### src/rtl/bp_update_arbiter.sv
// ---------------------------------------------------------------------------
// bp_update_arbiter
//
// Merges branch-resolution results from two commit-side requesters into the
// single update port of the 2-bit saturating branch predictor. Accepted
// results are held in a small in-order FIFO. The block drains one entry per
// enabled cycle onto registered update/update_pc/update_result outputs. The
// global rdy input pauses the whole block.
//
// Optional feature macro: BP_UPD_STATS_EN
//   When defined, the block adds the stat_accepted and stat_stall counters
//   as output ports.
//
// Ports:
//   clk            system clock, rising edge
//   rst            asynchronous reset, active low
//   rdy            global enable (0 = pause; every register holds)
//   req0_*         commit slot 0 (older): valid, pc[31:0], taken, ready
//   req1_*         commit slot 1 (younger): valid, pc[31:0], taken, ready
//   update         registered update strobe to the predictor
//   update_pc      registered branch PC to the predictor
//   update_result  registered taken/not-taken to the predictor
//   fifo_count     current FIFO occupancy, 0..DEPTH
//   stat_accepted  (BP_UPD_STATS_EN) count of accepted requests, wraps
//   stat_stall     (BP_UPD_STATS_EN) count of rdy cycles with a stalled valid
// ---------------------------------------------------------------------------
module bp_update_arbiter #(
    parameter int DEPTH = 4,
    parameter int PTR_W = $clog2(DEPTH)
) (
    input  logic             clk,
    input  logic             rst,
    input  logic             rdy,
    input  logic             req0_valid,
    input  logic [31:0]      req0_pc,
    input  logic             req0_taken,
    output logic             req0_ready,
    input  logic             req1_valid,
    input  logic [31:0]      req1_pc,
    input  logic             req1_taken,
    output logic             req1_ready,
    output logic             update,
    output logic [31:0]      update_pc,
    output logic             update_result,
    output logic [PTR_W:0]   fifo_count
`ifdef BP_UPD_STATS_EN
    ,
    output logic [15:0]      stat_accepted,
    output logic [15:0]      stat_stall
`endif
);

    localparam logic [PTR_W:0]   DEPTH_W  = (PTR_W+1)'(DEPTH);
    localparam logic [PTR_W:0]   CNT_ZERO = (PTR_W+1)'(0);
    localparam logic [PTR_W:0]   CNT_ONE  = (PTR_W+1)'(1);
    localparam logic [PTR_W:0]   CNT_TWO  = (PTR_W+1)'(2);
    localparam logic [PTR_W-1:0] PTR_ONE  = PTR_W'(1);

    // Entry layout: {pc[31:0], taken}
    logic [32:0]      mem_q [DEPTH];

    logic [PTR_W-1:0] head_q, head_d;
    logic [PTR_W-1:0] tail_q, tail_d;
    logic [PTR_W:0]   count_q, count_d;

    logic             update_q;
    logic [31:0]      update_pc_q;
    logic             update_result_q;

    logic [PTR_W:0]   free_s;
    logic             ready0_s;
    logic             ready1_s;
    logic             push0_s;
    logic             push1_s;
    logic             pop_s;
    logic [PTR_W:0]   n_push_s;
    logic [PTR_W-1:0] wr1_idx_s;

    // Readiness depends only on the registered count (and on req0_valid for
    // slot 1), so a same-cycle pop is never credited.
    always_comb begin
        free_s   = DEPTH_W - count_q;
        ready0_s = rdy && (free_s >= CNT_ONE);
        if (req0_valid) begin
            ready1_s = rdy && (free_s >= CNT_TWO);
        end else begin
            ready1_s = rdy && (free_s >= CNT_ONE);
        end
        push0_s = req0_valid && ready0_s;
        push1_s = req1_valid && ready1_s;
        pop_s   = rdy && (count_q != CNT_ZERO);
    end

    // Pointer/count next state; req1 lands behind req0 when both are accepted.
    always_comb begin
        n_push_s = (PTR_W+1)'(push0_s) + (PTR_W+1)'(push1_s);
        if (push0_s) begin
            wr1_idx_s = tail_q + PTR_ONE;
        end else begin
            wr1_idx_s = tail_q;
        end
        tail_d = tail_q + n_push_s[PTR_W-1:0];
        if (pop_s) begin
            head_d  = head_q + PTR_ONE;
            count_d = count_q + n_push_s - CNT_ONE;
        end else begin
            head_d  = head_q;
            count_d = count_q + n_push_s;
        end
    end

    // Pointer and occupancy registers.
    always_ff @(posedge clk or negedge rst) begin
        if (!rst) begin
            head_q  <= {PTR_W{1'b0}};
            tail_q  <= {PTR_W{1'b0}};
            count_q <= CNT_ZERO;
        end else begin
            head_q  <= head_d;
            tail_q  <= tail_d;
            count_q <= count_d;
        end
    end

    // FIFO storage; contents are don't-care after reset so it is not cleared.
    always_ff @(posedge clk) begin
        if (push0_s) begin
            mem_q[tail_q] <= {req0_pc, req0_taken};
        end
        if (push1_s) begin
            mem_q[wr1_idx_s] <= {req1_pc, req1_taken};
        end
    end

    // Output registers: load head on pop, drop the strobe on an idle rdy
    // cycle, hold everything while paused so the predictor re-applies it.
    always_ff @(posedge clk or negedge rst) begin
        if (!rst) begin
            update_q        <= 1'b0;
            update_pc_q     <= 32'h0000_0000;
            update_result_q <= 1'b0;
        end else if (pop_s) begin
            update_q        <= 1'b1;
            update_pc_q     <= mem_q[head_q][32:1];
            update_result_q <= mem_q[head_q][0];
        end else if (rdy) begin
            update_q        <= 1'b0;
        end
    end

    assign req0_ready    = ready0_s;
    assign req1_ready    = ready1_s;
    assign update        = update_q;
    assign update_pc     = update_pc_q;
    assign update_result = update_result_q;
    assign fifo_count    = count_q;

`ifdef BP_UPD_STATS_EN
    logic [15:0] stat_acc_q;
    logic [15:0] stat_stall_q;
    logic        stall_s;

    // A stall is any valid requester left unaccepted during an enabled cycle.
    always_comb begin
        stall_s = rdy && ((req0_valid && !ready0_s) || (req1_valid && !ready1_s));
    end

    // Free-running statistics counters, wrapping at 2^16.
    always_ff @(posedge clk or negedge rst) begin
        if (!rst) begin
            stat_acc_q   <= 16'h0000;
            stat_stall_q <= 16'h0000;
        end else begin
            stat_acc_q <= stat_acc_q + 16'(n_push_s);
            if (stall_s) begin
                stat_stall_q <= stat_stall_q + 16'h0001;
            end
        end
    end

    assign stat_accepted = stat_acc_q;
    assign stat_stall    = stat_stall_q;
`endif

endmodule
### config.mk
export PLATFORM = sky130hd
export DESIGN_NAME = bp_update_arbiter
export DESIGN_NICKNAME = d
export VERILOG_FILES = /design/src/rtl/bp_update_arbiter.sv
export SDC_FILE = /design/constraint.sdc
export NUM_CORES = 1
export LEC_CHECK = 0
export ABC_AREA = 0
export CAP_MARGIN = 20
export CORE_MARGIN = 4
export CORE_UTILIZATION = 35
export DETAILED_ROUTE_END_ITERATION = 10
export HOLD_SLACK_MARGIN = 0.05
export PLACE_DENSITY_LB_ADDON = 0.08
export SLEW_MARGIN = 20
export SYNTH_ARGS = -nofsm -noshare
export SYNTH_HDL_FRONTEND = slang
export SYNTH_SLANG_ARGS = --single-unit
### constraint.sdc
create_clock -name clk -period 5.4 [get_ports clk]
set_clock_uncertainty 0.05 [all_clocks]
set_input_delay 0.54 -clock clk [delete_from_list [all_inputs] [get_ports clk]]
set_output_delay 0.54 -clock clk [all_outputs]
set_load 0.02 [all_outputs]
==> impl.org, run 1 <==
* Implementation run

** Final layout
- Storage element area :: 4990 um^2
- Top class by area :: sequential cells
- The multi-input combinational cells in the finished layout cover a total of 3230 um^2.
- Fraction of area in non-clock buffers :: 0.109
- Leaving out the clock tree, the finished layout contains an inverter count of 9.
- Signed area change from the synthesized netlist to the final layout :: 22.9%
- Flop share of the area :: 0.479
- # nets final :: 718
- For this run, the script counts the antenna cells in the layout as 0.
- Ratio of cells with drive above 1 in the final layout :: 0.332
- Layout clock area frac :: 0.0601
- For this run, combinational gates with multiple inputs come to 318.
- After layout, the clock buffer instance count stands at 23.
- Count of plain and timing-repair buffers :: 115
- Fraction of area in multi-input gates :: 0.311

** Yosys
- Dominant Register Cell :: sky130_fd_sc_hd__edfxtp_1
- Of the total synthesized cell area, the portion taken by full adders, half adders and majority gates is 0.0201.
- Yosys mapped a number of flops with a built-in enable equal to 132.
- Measured against the total synthesized area, the mux share comes to 0.277.
- Average size of a mapped cell :: 16.0 um^2
- Area share of and-or/or-and cells after synthesis :: 0.00827
- Sorting the synthesis cell report by count puts at the top sky130_fd_sc_hd__edfxtp_1.
- Share of the synthesized area in the top cell type :: 0.468
- YS chip area :: 8470 um^2
- After synthesis, the cell types taking the most area are sky130_fd_sc_hd__edfxtp_1 (47%), sky130_fd_sc_hd__mux2_2 (13%), sky130_fd_sc_hd__dfrtp_1 (12%).
- After synthesis, the share of flip-flops with an asynchronous set or reset is 0.237.
- Number of distinct library cells after synthesis :: 37
- Counting every net in the synthesized netlist gives 613.
- Most instantiated cells after synthesis :: sky130_fd_sc_hd__edfxtp_1 (132), sky130_fd_sc_hd__nand2_1 (107), sky130_fd_sc_hd__mux2_2 (100)
- The synth_stat.txt file lists the number of cells as 529.
- Synthesis warning total :: 0
- The cell area that synthesis handed to floorplanning was 8470 um^2.
- The share of the Yosys chip area taken by registers is 0.589.
- Post-synthesis cell count :: 529
- Xor and xnor fraction of the mapped netlist area :: 0.00724
- After synthesis the netlist holds a flip-flop and latch count of 173.
- Cell type with the largest total area :: sky130_fd_sc_hd__edfxtp_1
- Synth Area in Simple Gates :: 0.0669
- Largest non-sequential cell family by area :: multiplexers

** Worst setup path
- The startpoint identified for the worst register-to-register timing path is fifo_count[0].
- STA classifies the critical path endpoint as a register.
- The report shows a maximum critical-path fanout of 34.
- For flop-to-flop paths, the worst setup slack is 1.15 ns.
- Data required, critical path :: 5.39 ns
- CP Launch Type :: register
- Critical Path, Cell by Cell :: inv_1 -> ha_1 -> ha_1 -> or4b_4 -> or4b_4 -> o311ai_2 -> nand3b_4 -> nand2_2
- The worst register-to-register path ends at mem_q[2][9].
- Looking at the critical path, the single cell with the biggest stage delay is sky130_fd_sc_hd__nand2_2.
- Capture point of the critical path :: mem_q[2][9]
- Critical Path Max Stage Delay :: 1.03 ns
- For reference, the critical path is launched at fifo_count[0].
- The timing report notes that buffer and inverter cells on the critical path total 1.
- Worst Setup Path Type :: reg2reg
- In this run the number of cells on the critical path is 8.
- Cell family with the largest share of critical-path delay :: simple AND/OR/NAND/NOR gates
- The OpenROAD report gives the critical path a data arrival time of 4.24 ns.

** Floorplanning
- The floorplan step defined a die boundary enclosing 26,800 um^2.
- In the floorplan report the effective utilization is 0.359.
- Standard-cell rows :: 56
- Measured along the x axis, the die boundary spans 164 um.
- Placeable core region :: 23,600 um^2
- Die height :: 164 um

** Final timing
- RSZ-0062 raised after global routing :: false
- Headroom to the max-slew limit :: 0.285
- The routed design could run at a clock period as short as 4.25 ns.
- Period utilization :: 0.787
- The final timing report gives a worst setup slack of 1.15 ns.
- Number of hold-slack violations in the final timing report :: 0
- Derived from the worst setup path, the maximum achievable clock frequency is 0.235 GHz.
- Tightest Pin Transition :: 1.07 ns
- Final total negative setup slack :: 0 ns
- Number of max-slew violations in the final report :: 0
- # setup viols final :: 0
- Final hold analysis gives a worst-case slack of 0.174 ns.

** Place
- Worst slack at placement :: 1.06 ns
- The placement summary gives the final routability congestion estimate as 0.740.

** Clock tree
- TritonCTS built the clock tree.
- TritonCTS created 17 clock buffers.
- The H-tree was split into 4 levels.
- Worst-case clock buffer depth :: 2
- Cells resized by post-CTS repair :: 0
- CTS Hold Buffers Added :: 0
- As reported, the later end of the worst-skew pair has a clock insertion delay of 0.42 ns.
- For this design, the sink count on the clock tree is 173.
- The number of setup buffers added after CTS is 0.
- Looking at the clock tree report, the root buffer type is sky130_fd_sc_hd__clkbuf_16.
- In the CTS report, the clock slew at the register clock pins of the worst setup and hold paths is listed as 0.07 ns.

** Global routing
- Pin count of the biggest net entering global routing :: 42
- Initial antenna violation count :: 0
- Total global-route track usage :: 0.158
- Global-route wire length before repair :: 31.5 mm
- The via count of the first global-routing pass came to 5,238.
- The total overflow left after global routing is 0.

** Drt
- TritonRoute output was used to compute an average wire per cell of 21.1 um.
- # DRC :: 0
- In the routed layout, each cell is associated on average with a via count of 4.95.
- The detailed router finished its first iteration with 286 violations.
- According to the report, the first pass of detailed routing completed in 5 iterations.
- Count of nets left with antenna violations after detail routing :: 0

** Power and ir drop
- Power per Cell Area :: 515 nW/um^2
- The power report puts the leakage power at 3.85 nW.
- In this run the VDD rail shows a maximum IR drop of 0.226 mV.

** Run status
- The flow ran to the end, and the final reports show no timing, DRC or antenna violations.

** Flow run
- Max-cap check violation count :: 0
run 1: per-layer routing:
metal / up-vias / wire length (um) / global-route usage / part of all wire
met2: 99 / 10100 / 0.262 / 0.49
li1: 2189 / - / - / -
met5: - / 0 / 0 / 0
met1: 2476 / 9450 / 0.215 / 0.46
met3: 13 / 708 / 0.0356 / 0.035
met4: 0 / 196 / 0.0358 / 0.0096
run 1: flip-flops by register name (all words and copies together) (netlist names):
signal	cells
update	1
update_pc	32
update_result	1
tail_q	2
head_q	2
mem_q	132
fifo_count	3
run 1: stage by stage:
step | instances | cell area, um^2 | utilization
3_3_place_gp | 934 | 9790 | 0.415
4_1_cts | 966 | 10400 | 0.441
5_1_grt | 966 | 10400 | 0.441
6_report | 966 | 10400 | 0.441
2_1_floorplan | 529 | 8470 | -
3_5_place_dp | 934 | 9790 | 0.415
run 1: placed cells by master, fill, tap and decap left out, types with 6 or more instances in the layout:
cell type	count
sky130_fd_sc_hd__edfxtp_1	132
sky130_fd_sc_hd__clkdlybuf4s50_1	108
sky130_fd_sc_hd__nand2_1	106
sky130_fd_sc_hd__mux2_2	100
sky130_fd_sc_hd__dfrtp_1	39
sky130_fd_sc_hd__mux4_2	33
sky130_fd_sc_hd__mux2_4	29
sky130_fd_sc_hd__clkbuf_16	17
sky130_fd_sc_hd__ha_1	12
sky130_fd_sc_hd__inv_1	9
sky130_fd_sc_hd__xnor2_1	6
sky130_fd_sc_hd__buf_4	6
run 1: power by group:
part | switching [W] | internal [W] | leakage [nW]
logic | 0.000958 | 0.000942 | 1.85
registers | 0.000252 | 0.00189 | 1.70
clock network | 0.000519 | 0.000803 | 0.298
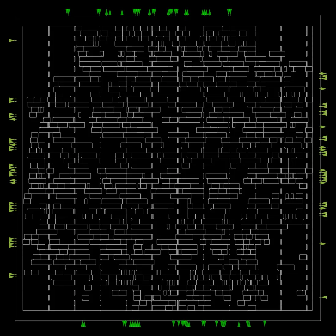
*Cell placement, run 1*
flip-flops: 173
filler cell count: 2,121
Tapcell Cnt: 319
Non-Filler Instances: 966

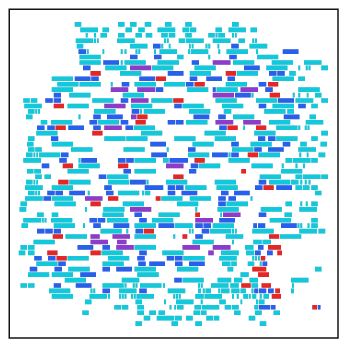
*Cells by drive strength, run 1*
(2 px per um)
- purple: x6 and larger (cells 25; share 3.9%)
- red: x3 and x4 (cells 43; share 6.6%)
- blue: x2 (cells 147; share 23%)
- cyan: x1 and smaller (cells 432; share 67%)

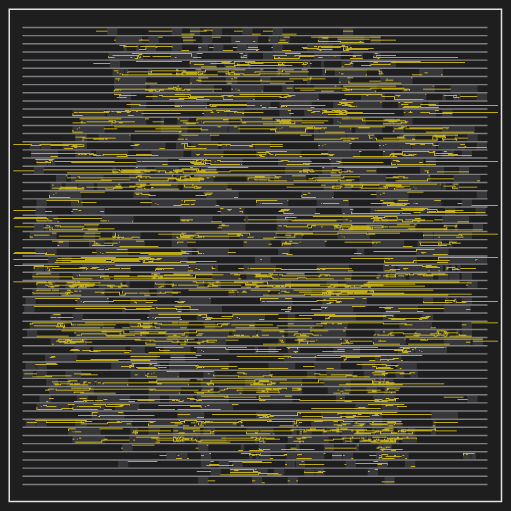
*M1 wires, run 1*
(3 px per um) Supply wires on this layer in grey.
- nets with wire on the layer: 654
- wire length on this layer: 9,450 um
wire length reported by the detailed router: 20.4 mm
met1 Use GR: 0.215
number of vias after detailed routing: 4,777

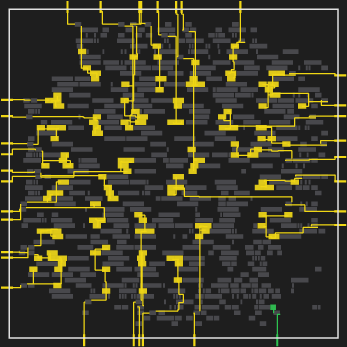
*I/O nets highlighted, run 1*
(2 px per um)
- green: `req0_ready` (bits 1; direction output; end cells 1; buffers 1; wire 14.9 um)
- yellow: `req0_pc` (bits 32; direction input; end cells 128; buffers 32; wire 1,850 um)
top-level port count: 110
total of buffers placed on input and output ports: 109

### Cell density map, run 1

(2 px per um) 16 x 16 tiles, from dark blue (low) to red (high), 0 to 100% covered.
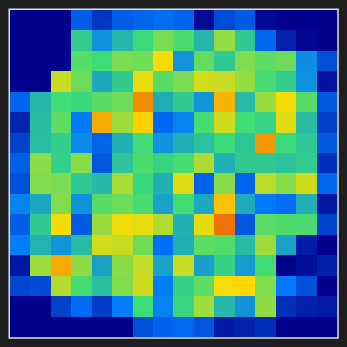

==> run 2: changes to the inputs <==
==> constraint.sdc (replaced) <==
create_clock -name clk -period 3.85 [get_ports clk]
set_clock_uncertainty 0.05 [all_clocks]
set_input_delay 0.385 -clock clk [delete_from_list [all_inputs] [get_ports clk]]
set_output_delay 0.385 -clock clk [all_outputs]
set_load 0.02 [all_outputs]
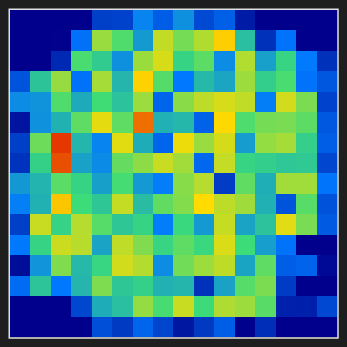
*Cell density map, run 2*
(2 px per um) 16 x 16 tiles, from dark blue (low) to red (high), 0 to 100% covered.
- densest ninth of the die: centre
- mean over tiles: 38%
- tiles over 75% full: 3.1%
final core utilization: 0.449
placeable core region: 23,600 um^2
Starting Density: 0.359

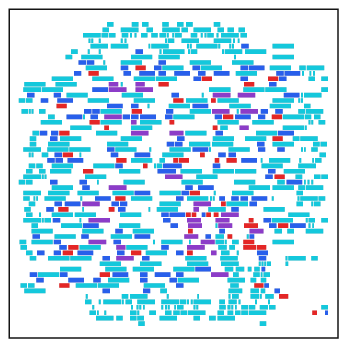
*Cells by drive strength, run 2*
(2 px per um)
post-route standard cell area excluding fillers: 10,600 um^2
signed area change from the synthesized netlist to the final layout: 25.1%
worst-case setup margin in the final layout: 0.247 ns
count of plain and timing-repair buffers: 131

==> run 2 against run 1 <==
Compared with the run above:
- utilization is 0.78 points higher
- synthesized cell count stayed put
- register-to-register slack worse by 0.90 ns
- synthesized area stayed put
- via count is 0.82% higher
- global-route usage is 0.13 points higher
- sequential share of layout area is 0.84 points lower
- hold slack better by 0.25 ns
- combinational power is 48% higher
- largest cell class unchanged
- highest routed layer unchanged
==> impl.org, run 2 <==
* Implementation run

** Drt
- In the final routed layout, each cell accounts on average for 20.9 um.
- Length of routed met2 wiring :: 10.5 mm
- Wire length reported by the detailed router :: 20.5 mm
- Starting DRC count in detailed routing :: 217
- Number of vias after detailed routing :: 4,816

** Final timing
- The max-slew check reports its worst relative slack as 0.339.
- Tightest Pin Transition :: 0.991 ns
- Across all hold checks on the routed design, the worst slack comes to 0.424 ns.
- Final total negative setup slack :: 0 ns
- Number of max-slew violations in the final report :: 0
- The flow reports an fmax of 0.278 GHz.

** Power and ir drop
- Leakage power summed over all cells :: 3.94 nW
- Power attributed to the clock group is 0.00171 W.
- Internal power of the cells :: 0.00504 W
- Switching Fraction :: 0.328
- The power report attributes to the combinational group a share of 0.376.
- Of the total power, registers draw 0.396.
- Of all power groups, the one with the highest power is registers.

** Clock tree
- The CTS report gives the tree buffer count as 17.
- Worst-case clock buffer depth :: 2
- CTS Hold Buffers Added :: 1
- The clock tree synthesis step divided the H-tree into 4 levels.
- The later pin in the worst-skew pair is clocked with a latency of 0.42 ns.
- Setup repair bufs after CTS :: 0
- TritonCTS built the clock tree.
- Reg clk slew, reported paths :: 0.06 ns
- Clock Tree Root :: sky130_fd_sc_hd__clkbuf_16

** Floorplanning
- Die Width :: 164 um
- The floorplan has 56 rows.

** Worst setup path
- In this run the register-to-register setup slack is 0.25 ns.
- CP arrival :: 3.86 ns
- Per STA, the endpoint of the critical path is fifo_count[1].
- Looking at the critical path, the highest net fanout was 6.
- In this run the critical register-to-register path is launched from fifo_count[0].
- Data required, critical path :: 4.11 ns
- STA classifies the critical path endpoint as a register.
- CP Launch Type :: register

** Yosys
- Of the total synthesized cell area, the portion taken by full adders, half adders and majority gates is 0.0201.
- Cell type with the largest total area :: sky130_fd_sc_hd__edfxtp_1
- Yosys mapped the design onto 37 distinct sky130hd cell types.
- Sequential area share after synthesis :: 0.589
- Per the synthesis report, the XOR/XNOR share of the synthesized area is 0.00724.
- Yosys reports that the most numerous cell types are sky130_fd_sc_hd__edfxtp_1 (132), sky130_fd_sc_hd__nand2_1 (107), sky130_fd_sc_hd__mux2_2 (100).
- The stat command in Yosys gives a chip area of 8470 um^2.
- Average size of a mapped cell :: 16.0 um^2
- Yosys reported that registers with async set or reset make up 0.237.
- Largest non-sequential cell family by area :: multiplexers
- Summing all multiplexer cells gives an area fraction of 0.277.
- The cell-mix breakdown from Yosys lists the compound-gate area share as 0.00827.
- In this run, the synthesized area fraction spent on and/or/nand/nor cells is recorded as 0.0669.
- Total cells reported by yosys after synthesis :: 529
- Share of the synthesized area in the top cell type :: 0.468
- Area contributors post-synth :: sky130_fd_sc_hd__edfxtp_1 (47%), sky130_fd_sc_hd__mux2_2 (13%), sky130_fd_sc_hd__dfrtp_1 (12%)
- For this run the top cell type by instance count after synthesis was sky130_fd_sc_hd__edfxtp_1.
- Synthesis warning total :: 0

** Global routing
- GRT Residual Overflow :: 0
- The global routing report lists combined usage of all routing layers as 0.160.
- Entering global routing, the biggest net connects 42 pins.

** Final layout
- Flip-flop count of the largest register after layout :: 132
- The register with the most flip-flops in the final layout is mem_q.
- Of the cells placed in the final design, the portion with a size suffix greater than 1 is 0.351.
- The most common logic cells in the final layout are sky130_fd_sc_hd__edfxtp_1 (132), sky130_fd_sc_hd__clkdlybuf4s50_1 (108), sky130_fd_sc_hd__nand2_1 (106), sky130_fd_sc_hd__mux2_2 (100), sky130_fd_sc_hd__dfrtp_1 (39).
- Antenna fix cells :: 0
- By instance count after routing, the leading logic cell type is sky130_fd_sc_hd__edfxtp_1.

** Flow run
- Max-cap check violation count :: 0

** Place
- In this run the tool buffered the top-level ports with 109 buffer cells.

** Run status
- The run finished with clean final reports.
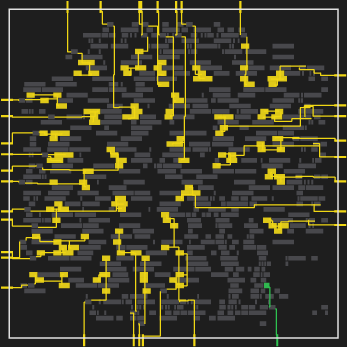
*I/O nets highlighted, run 2*
(2 px per um)

[run 2: cell counts after synthesis]
No cell type changed its count.
[run 2: area by class of cell]
type                    instances  area, um^2
fillers                      2144       13000
flip-flops and latches        173        4990
well taps                     319         399
clock inverters                10         104
inverters                       9        33.8
multi-input cells             318        3230
clock buffers                  22         484
repair buffers                131        1350
[run 2: layer usage]
layer  vias up  GRT usage
li1       2236          -
met1      2473      0.208
met2        93      0.277
met3        14     0.0318
met4         0     0.0370
met5         -          0
[run 2: critical path, stage by stage, from the launching register on]
cell	delay [ns]
sky130_fd_sc_hd__dfrtp_1	0.46
sky130_fd_sc_hd__inv_1	0.10
sky130_fd_sc_hd__ha_1	0.21
sky130_fd_sc_hd__ha_1	0.29
sky130_fd_sc_hd__or4b_4	0.50
sky130_fd_sc_hd__o211a_1	0.24
sky130_fd_sc_hd__and2_1	0.16
sky130_fd_sc_hd__ha_1	0.29
sky130_fd_sc_hd__ha_1	0.20
sky130_fd_sc_hd__fa_1	0.50
sky130_fd_sc_hd__inv_1	0.05
sky130_fd_sc_hd__ha_1	0.27
sky130_fd_sc_hd__o21ai_0	0.18
[run 2: logic make-up (layout without fill, tap and decap cells)]
group | count (synthesis) | after routing
compound gates | 8 | 8
buf+inv | 38 | 172
flops | 173 | 173
simple gates | 124 | 124
mux | 166 | 166
fa+ha+maj | 13 | 13
xor+xnor | 7 | 7
[run 2: per-stage QoR]
stage	util	instance area (um^2)	std cells
global route	0.449	10600	982
finish	0.449	10600	982
detailed placement	0.424	10000	949
global placement	0.424	10000	949
CTS	0.449	10600	982
floorplan	-	8470	529
Power is estimated from default activity; no workload was simulated.
